### src/rtl/adxl355_drdy_pkg.sv
// Shared definitions for the multi-channel ADXL355 sync/DRDY generator:
// microsecond-to-cycle conversion, the elaboration range check, the default
// system clock rate and the per-channel state encoding.
package adxl355_drdy_pkg;

  localparam longint unsigned DEFAULT_CLK_HZ = 64'd40000000;

  // Channel delay counter is either idle or counting down to its DRDY pulse.
  typedef enum logic {
    CH_IDLE = 1'b0,
    CH_BUSY = 1'b1
  } chan_state_e;

  // Whole cycles in 'us' microseconds; multiply before dividing so that
  // sub-microsecond clock periods do not truncate to zero.
  function automatic longint unsigned us_to_cycles(input longint unsigned us,
                                                   input longint unsigned hz);
    return (us * hz) / 64'd1000000;
  endfunction

  // True when 'value' is representable in an unsigned counter of 'bits' bits.
  function automatic bit fits_in_bits(input longint unsigned value,
                                      input int unsigned     bits);
    if (bits >= 32'd64) begin
      return 1'b1;
    end else begin
      return value < (64'd1 << bits);
    end
  endfunction

endpackage

### src/rtl/adxl355_drdy_chan.sv
// One DRDY channel: shadow delay register, delay counter, single-cycle DRDY
// pulse and sticky overrun flag. The shadow value is only consumed on sync,
// so a run-time delay update always lands on a period boundary.
module adxl355_drdy_chan
  import adxl355_drdy_pkg::*;
#(
  parameter int unsigned             timing_bits = 20,
  parameter logic [timing_bits-1:0]  reset_delay = {timing_bits{1'b0}}
) (
  input  logic                   i_clk,
  input  logic                   i_reset,
  input  logic                   i_sync,
  input  logic                   i_enable,
  input  logic [timing_bits-1:0] i_delay,
  input  logic                   i_delay_load,
  input  logic                   i_overrun_clr,
  output logic                   o_drdy,
  output logic                   o_busy,
  output logic                   o_overrun
);

  localparam logic [timing_bits-1:0] ZERO = {timing_bits{1'b0}};
  localparam logic [timing_bits-1:0] ONE  = {{(timing_bits-1){1'b0}}, 1'b1};

  logic [timing_bits-1:0] shadow_q, shadow_d;
  logic [timing_bits-1:0] cnt_q, cnt_d;
  chan_state_e            state_q, state_d;
  logic                   drdy_q, drdy_d;
  logic                   ovr_q, ovr_d;
  logic                   ovr_set_s;

  // Next-state logic: shadow load, period start/abort on sync, countdown.
  // The counter holds the cycles remaining before the pulse cycle, so a delay
  // of D keeps the channel busy for D-1 cycles and pulses in cycle D.
  always_comb begin
    shadow_d  = shadow_q;
    cnt_d     = cnt_q;
    state_d   = state_q;
    drdy_d    = 1'b0;
    ovr_set_s = 1'b0;
    if (i_delay_load) begin
      shadow_d = i_delay;
    end else begin
      shadow_d = shadow_q;
    end
    if (i_sync) begin
      // A sync that finds the channel still counting aborts that period.
      ovr_set_s = (state_q == CH_BUSY);
      if (!i_enable || (shadow_q == ZERO)) begin
        state_d = CH_IDLE;
        cnt_d   = ZERO;
      end else if (shadow_q == ONE) begin
        state_d = CH_IDLE;
        cnt_d   = ZERO;
        drdy_d  = 1'b1;
      end else begin
        state_d = CH_BUSY;
        cnt_d   = shadow_q - ONE;
      end
    end else if (state_q == CH_BUSY) begin
      if (cnt_q == ONE) begin
        state_d = CH_IDLE;
        cnt_d   = ZERO;
        drdy_d  = 1'b1;
      end else begin
        cnt_d = cnt_q - ONE;
      end
    end else begin
      cnt_d = cnt_q;
    end
    // Setting wins over clearing so a same-cycle overrun is never lost.
    if (ovr_set_s) begin
      ovr_d = 1'b1;
    end else if (i_overrun_clr) begin
      ovr_d = 1'b0;
    end else begin
      ovr_d = ovr_q;
    end
  end

  // Channel state registers; the shadow comes out of reset at the default delay.
  always_ff @(posedge i_clk or posedge i_reset) begin
    if (i_reset) begin
      shadow_q <= reset_delay;
      cnt_q    <= ZERO;
      state_q  <= CH_IDLE;
      drdy_q   <= 1'b0;
      ovr_q    <= 1'b0;
    end else begin
      shadow_q <= shadow_d;
      cnt_q    <= cnt_d;
      state_q  <= state_d;
      drdy_q   <= drdy_d;
      ovr_q    <= ovr_d;
    end
  end

  assign o_drdy    = drdy_q;
  assign o_busy    = (state_q == CH_BUSY);
  assign o_overrun = ovr_q;

endmodule

### src/rtl/adxl355_drdy_multi.sv
// Multi-channel ADXL355 sync/DRDY generator. Stretches the 1 kHz single-cycle
// sync into the accelerometer hardware sync and drives one delayed DRDY pulse
// per channel. Optional missing-sync watchdog enabled by defining
// ADXL355_DRDY_WATCHDOG_EN; otherwise o_sync_lost is tied low.
module adxl355_drdy_multi
  import adxl355_drdy_pkg::*;
#(
  parameter longint unsigned clk_out0_hz   = DEFAULT_CLK_HZ,
  parameter int unsigned     channels      = 2,
  parameter int unsigned     timing_bits   = 20,
  parameter int unsigned     sync_width_us = 20,
  parameter int unsigned     drdy_delay_us = 50,
  parameter int unsigned     watchdog_us   = 1500
) (
  input  logic                            i_clk,
  input  logic                            i_reset,
  input  logic                            i_clk_sync,
  input  logic [channels-1:0]             i_enable,
  input  logic [channels*timing_bits-1:0] i_delay,
  input  logic                            i_delay_load,
  input  logic                            i_overrun_clr,
  output logic                            o_clk_sync,
  output logic [channels-1:0]             o_clk_drdy,
  output logic [channels-1:0]             o_busy,
  output logic [channels-1:0]             o_overrun,
  output logic                            o_sync_lost
);

  localparam longint unsigned W_CYC  = us_to_cycles(64'(sync_width_us), clk_out0_hz);
  localparam longint unsigned D0_CYC = us_to_cycles(64'(drdy_delay_us), clk_out0_hz);
  localparam logic [timing_bits-1:0] W_VAL  = W_CYC[timing_bits-1:0];
  localparam logic [timing_bits-1:0] D0_VAL = D0_CYC[timing_bits-1:0];
  localparam logic [timing_bits-1:0] ZERO   = {timing_bits{1'b0}};
  localparam logic [timing_bits-1:0] ONE    = {{(timing_bits-1){1'b0}}, 1'b1};

  if ((channels < 32'd1) || (channels > 32'd8)) begin : g_bad_channels
    $error("adxl355_drdy_multi: channels must be 1..8");
  end
  if (!fits_in_bits(W_CYC, timing_bits) || !fits_in_bits(D0_CYC, timing_bits)) begin : g_bad_timing
    $error("adxl355_drdy_multi: sync width or DRDY delay does not fit timing_bits");
  end

  // ---------------------------------------------------------------- stretcher
  logic [timing_bits-1:0] width_cnt_q, width_cnt_d;
  logic                   sync_out_q, sync_out_d;

  // Reload on every sync (no gap for back-to-back syncs), else count down.
  always_comb begin
    width_cnt_d = width_cnt_q;
    if (i_clk_sync) begin
      width_cnt_d = W_VAL;
    end else if (width_cnt_q != ZERO) begin
      width_cnt_d = width_cnt_q - ONE;
    end else begin
      width_cnt_d = width_cnt_q;
    end
    sync_out_d = (width_cnt_d != ZERO);
  end

  // Width counter and the registered stretched sync.
  always_ff @(posedge i_clk or posedge i_reset) begin
    if (i_reset) begin
      width_cnt_q <= ZERO;
      sync_out_q  <= 1'b0;
    end else begin
      width_cnt_q <= width_cnt_d;
      sync_out_q  <= sync_out_d;
    end
  end

  assign o_clk_sync = sync_out_q;

  // ----------------------------------------------------------------- channels
  for (genvar k = 0; k < channels; k++) begin : g_chan
    adxl355_drdy_chan #(
      .timing_bits (timing_bits),
      .reset_delay (D0_VAL)
    ) u_chan (
      .i_clk         (i_clk),
      .i_reset       (i_reset),
      .i_sync        (i_clk_sync),
      .i_enable      (i_enable[k]),
      .i_delay       (i_delay[k*timing_bits +: timing_bits]),
      .i_delay_load  (i_delay_load),
      .i_overrun_clr (i_overrun_clr),
      .o_drdy        (o_clk_drdy[k]),
      .o_busy        (o_busy[k]),
      .o_overrun     (o_overrun[k])
    );
  end

  // ----------------------------------------------------------------- watchdog
`ifdef ADXL355_DRDY_WATCHDOG_EN
  localparam longint unsigned G_CYC = us_to_cycles(64'(watchdog_us), clk_out0_hz);
  localparam logic [timing_bits-1:0] G_VAL = G_CYC[timing_bits-1:0];

  if (!fits_in_bits(G_CYC, timing_bits)) begin : g_bad_watchdog
    $error("adxl355_drdy_multi: watchdog period does not fit timing_bits");
  end

  logic [timing_bits-1:0] wd_cnt_q, wd_cnt_d;
  logic                   lost_q, lost_d;

  // Cycles since the last sync, saturating at the watchdog limit. The cycle
  // after a sync counts as one, so the flag rises G cycles after that sync.
  always_comb begin
    wd_cnt_d = wd_cnt_q;
    if (i_clk_sync) begin
      wd_cnt_d = ONE;
    end else if (wd_cnt_q < G_VAL) begin
      wd_cnt_d = wd_cnt_q + ONE;
    end else begin
      wd_cnt_d = wd_cnt_q;
    end
    lost_d = (wd_cnt_d >= G_VAL);
  end

  // Watchdog counter and registered sync-lost flag.
  always_ff @(posedge i_clk or posedge i_reset) begin
    if (i_reset) begin
      wd_cnt_q <= ZERO;
      lost_q   <= 1'b0;
    end else begin
      wd_cnt_q <= wd_cnt_d;
      lost_q   <= lost_d;
    end
  end

  assign o_sync_lost = lost_q;
`else
  assign o_sync_lost = 1'b0;
`endif

endmodule
### config.mk
export PLATFORM = sky130hd
export DESIGN_NAME = adxl355_drdy_multi
export DESIGN_NICKNAME = d
export VERILOG_FILES = /design/src/rtl/adxl355_drdy_pkg.sv /design/src/rtl/adxl355_drdy_chan.sv /design/src/rtl/adxl355_drdy_multi.sv
export SDC_FILE = /design/constraint.sdc
export NUM_CORES = 1
export LEC_CHECK = 0
export CORE_ASPECT_RATIO = 0.8
export CORE_MARGIN = 1.5
export CORE_UTILIZATION = 60
export CTS_CLUSTER_DIAMETER = 60
export DETAILED_ROUTE_END_ITERATION = 8
export GPL_TIMING_DRIVEN = 0
export PLACE_DENSITY_LB_ADDON = 0.25
export SYNTH_ARGS = -nofsm -noshare
export SYNTH_HDL_FRONTEND = slang
export SYNTH_SLANG_ARGS = --single-unit
### constraint.sdc
create_clock -name i_clk -period 8.25 [get_ports i_clk]
set_input_delay 2.0625 -clock i_clk [delete_from_list [all_inputs] [get_ports i_clk]]
set_output_delay 2.0625 -clock i_clk [all_outputs]
set_load 0.005 [all_outputs]
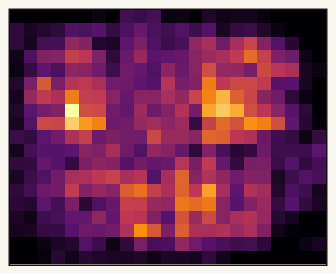
Figure 1: run 1, routed metal per tile.
The die is cut into 23 by 19 equal tiles; black is low, pale yellow is high, scaled to the fullest tile. Values are wire area over tile area, all layers added.
mean over tiles: 0.24
nearly empty tiles: 9.6%
fullest tile: 0.84
tiles over half the peak: 15%
WL/cell: 18.2 um
gr usage total: 0.302
Post-Route WL: 15,700 um
total number of vias: 5,430

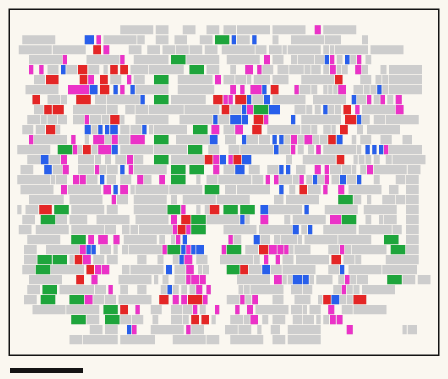
Figure 2: run 1, logic cells by family.
Scale bar: 20 um.
[nand cells] blue | cells: 73 | most used: nand2_1
[mux cells] green | cells: 40 | most used: mux2_2
[nor cells] magenta | cells: 127 | most used: nor2_1
[and/or cells] red | cells: 47 | most used: or3_1 | where: spread over the die

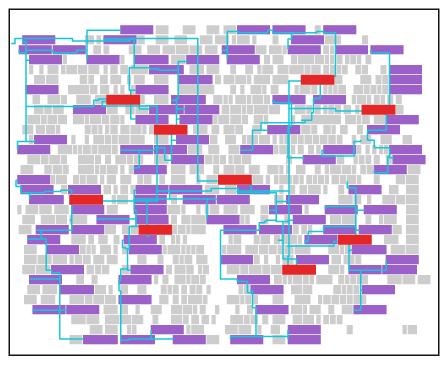
Figure 3: run 1, clock network drawn from the DEF.
[flip-flops] purple | count: 107
[clock wires] cyan | length: 1,190 um
[clock-net drivers] red | count: 9
flops lie: spread over the die
routed clock nets: 10
worst-skew pair later-pin latency: 0.35 ns
Clk pwr share: 0.306
Fin Clk Skew: 0.00773 ns

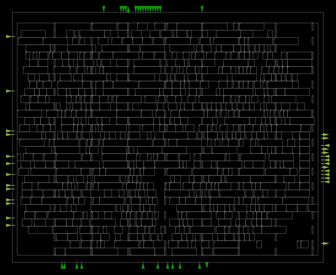
Figure 4: run 1, placement view.
Final Util: 0.735
core outline area: 9810 um^2
FP Rows: 32
Tap Cells: 136
flop share of the area: 0.373

==> impl_metrics.json, run 1 <==
{
  "status": "complete, no violations",
  "cp_cell_sequence": "clkdlybuf4s50_1 > clkbuf_1 > clkinv_1 > o211a_1 > or2_1 > or4_1 > or4_1",
  "ant_nets": 0,
  "fin_crit_sh": 0.598,
  "first_global_vias": 5149,
  "edf_count": 0,
  "clock_power_mw": 0.445,
  "place_area_um2": 6900,
  "power.group.top": "registers",
  "clock_area_frac": 0.0434,
  "dp_slack_ns": 2.98,
  "cts_max_path_buffers": 2,
  "pwr-share-comb": 0.231,
  "die_h_um": 93.8,
  "swShare": 0.314,
  "cp.arrival_ns": 5.15,
  "drv_cap": 0,
  "p_seq_mw": 0.674,
  "area_leaders": "dfrtp_1 (38%), mux2_2 (6.7%), dfstp_2 (5.1%), o21ai_0 (4.3%), xnor2_1 (4.1%)",
  "p_leak_nw": 2.81,
  "rsz0062_at_grt": "false",
  "drive_gt1_frac": 0.127,
  "yosys.area_share.simple": 0.209,
  "path_delay_family": "buffers and inverters",
  "worstSetupPathType": "input pin to register"
}
--- run 2 (diff from run 1) ---
Settings changed: CORE_UTILIZATION 60 to 53.
Clock period 8.25 ns to 4.4 ns, I/O delays scaled along.
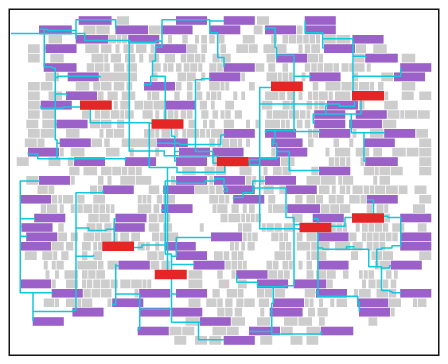
Figure 5: run 2, clock network drawn from the DEF.
[clock wires] cyan | length: 1,400 um
[flip-flops] purple | count: 107
[clock-net drivers] red | count: 9
routed clock nets: 10
flops lie: spread over the die

==> run 2 against run 1 <==
  * First-iteration DRC count is 12% lower
  * Largest cell class unchanged
  * Final cell count increased by 1.4%
  * Register-to-register slack worse by 3.9 ns
  * Sequential share of layout area is essentially flat
  * Largest power group unchanged
  * Critical path type unchanged
==> impl_metrics.json, run 2 <==
{
  "place_area_um2": 6920,
  "pwr-share-comb": 0.232,
  "status": "complete, no violations",
  "grtUsageTotal": 0.270,
  "dp_slack_ns": 0.201,
  "drt_wl_total_um": 15700,
  "drive_gt1_frac": 0.127,
  "rsz0062_at_grt": "false",
  "post-route-util": 0.631,
  "p_clk_frac": 0.307,
  "area_leaders": "dfrtp_1 (38%), mux2_2 (6.7%), dfstp_2 (5.1%), o21ai_0 (4.3%), xnor2_1 (4.1%)",
  "drt-wirelength-per-cell_um": 18.0,
  "cp.arrival_ns": 4.09,
  "cts_max_path_buffers": 2,
  "worstSkewPairLatency_ns": 0.36,
  "fin_crit_sh": 0.878,
  "swShare": 0.326,
  "edf_count": 0,
  "yosys.area_share.simple": 0.209,
  "clock_area_frac": 0.0418,
  "first_global_vias": 5181,
  "vias": 5413,
  "p_seq_mw": 1.26,
  "fin_skew_ns": 0.00652,
  "fp.coreArea_um2": 11400,
  "worstSetupPathType": "input pin to register"
}
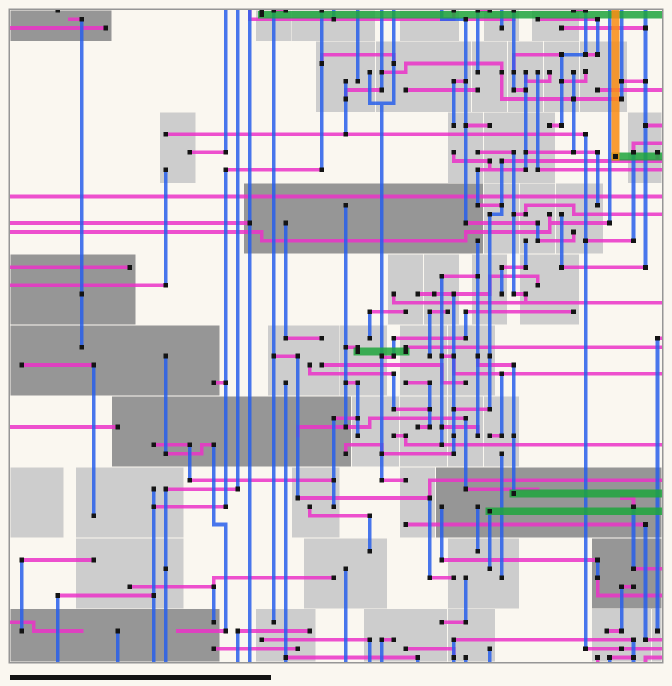
Figure 6: run 2, a small window of the routed layout.
Scale bar: 10 um. Region (49, 17) to (74, 42) um. Cells in gray, sequential cells in the stronger gray; small squares are vias.
[M4] orange
[M3] green
[M1] magenta
[M2] blue
most frequent: dfrtp_1 (6), nor2_1 (5), nand2_1 (5)
sequential cells in the window: 6
cells with their middle in the window: 41
netlist names of flops here include: g_chan.u_chan.cnt_q (3), g_chan.u_chan.shadow_q (2)

Power figures rest on the tool's default switching activity, not on a simulated workload.
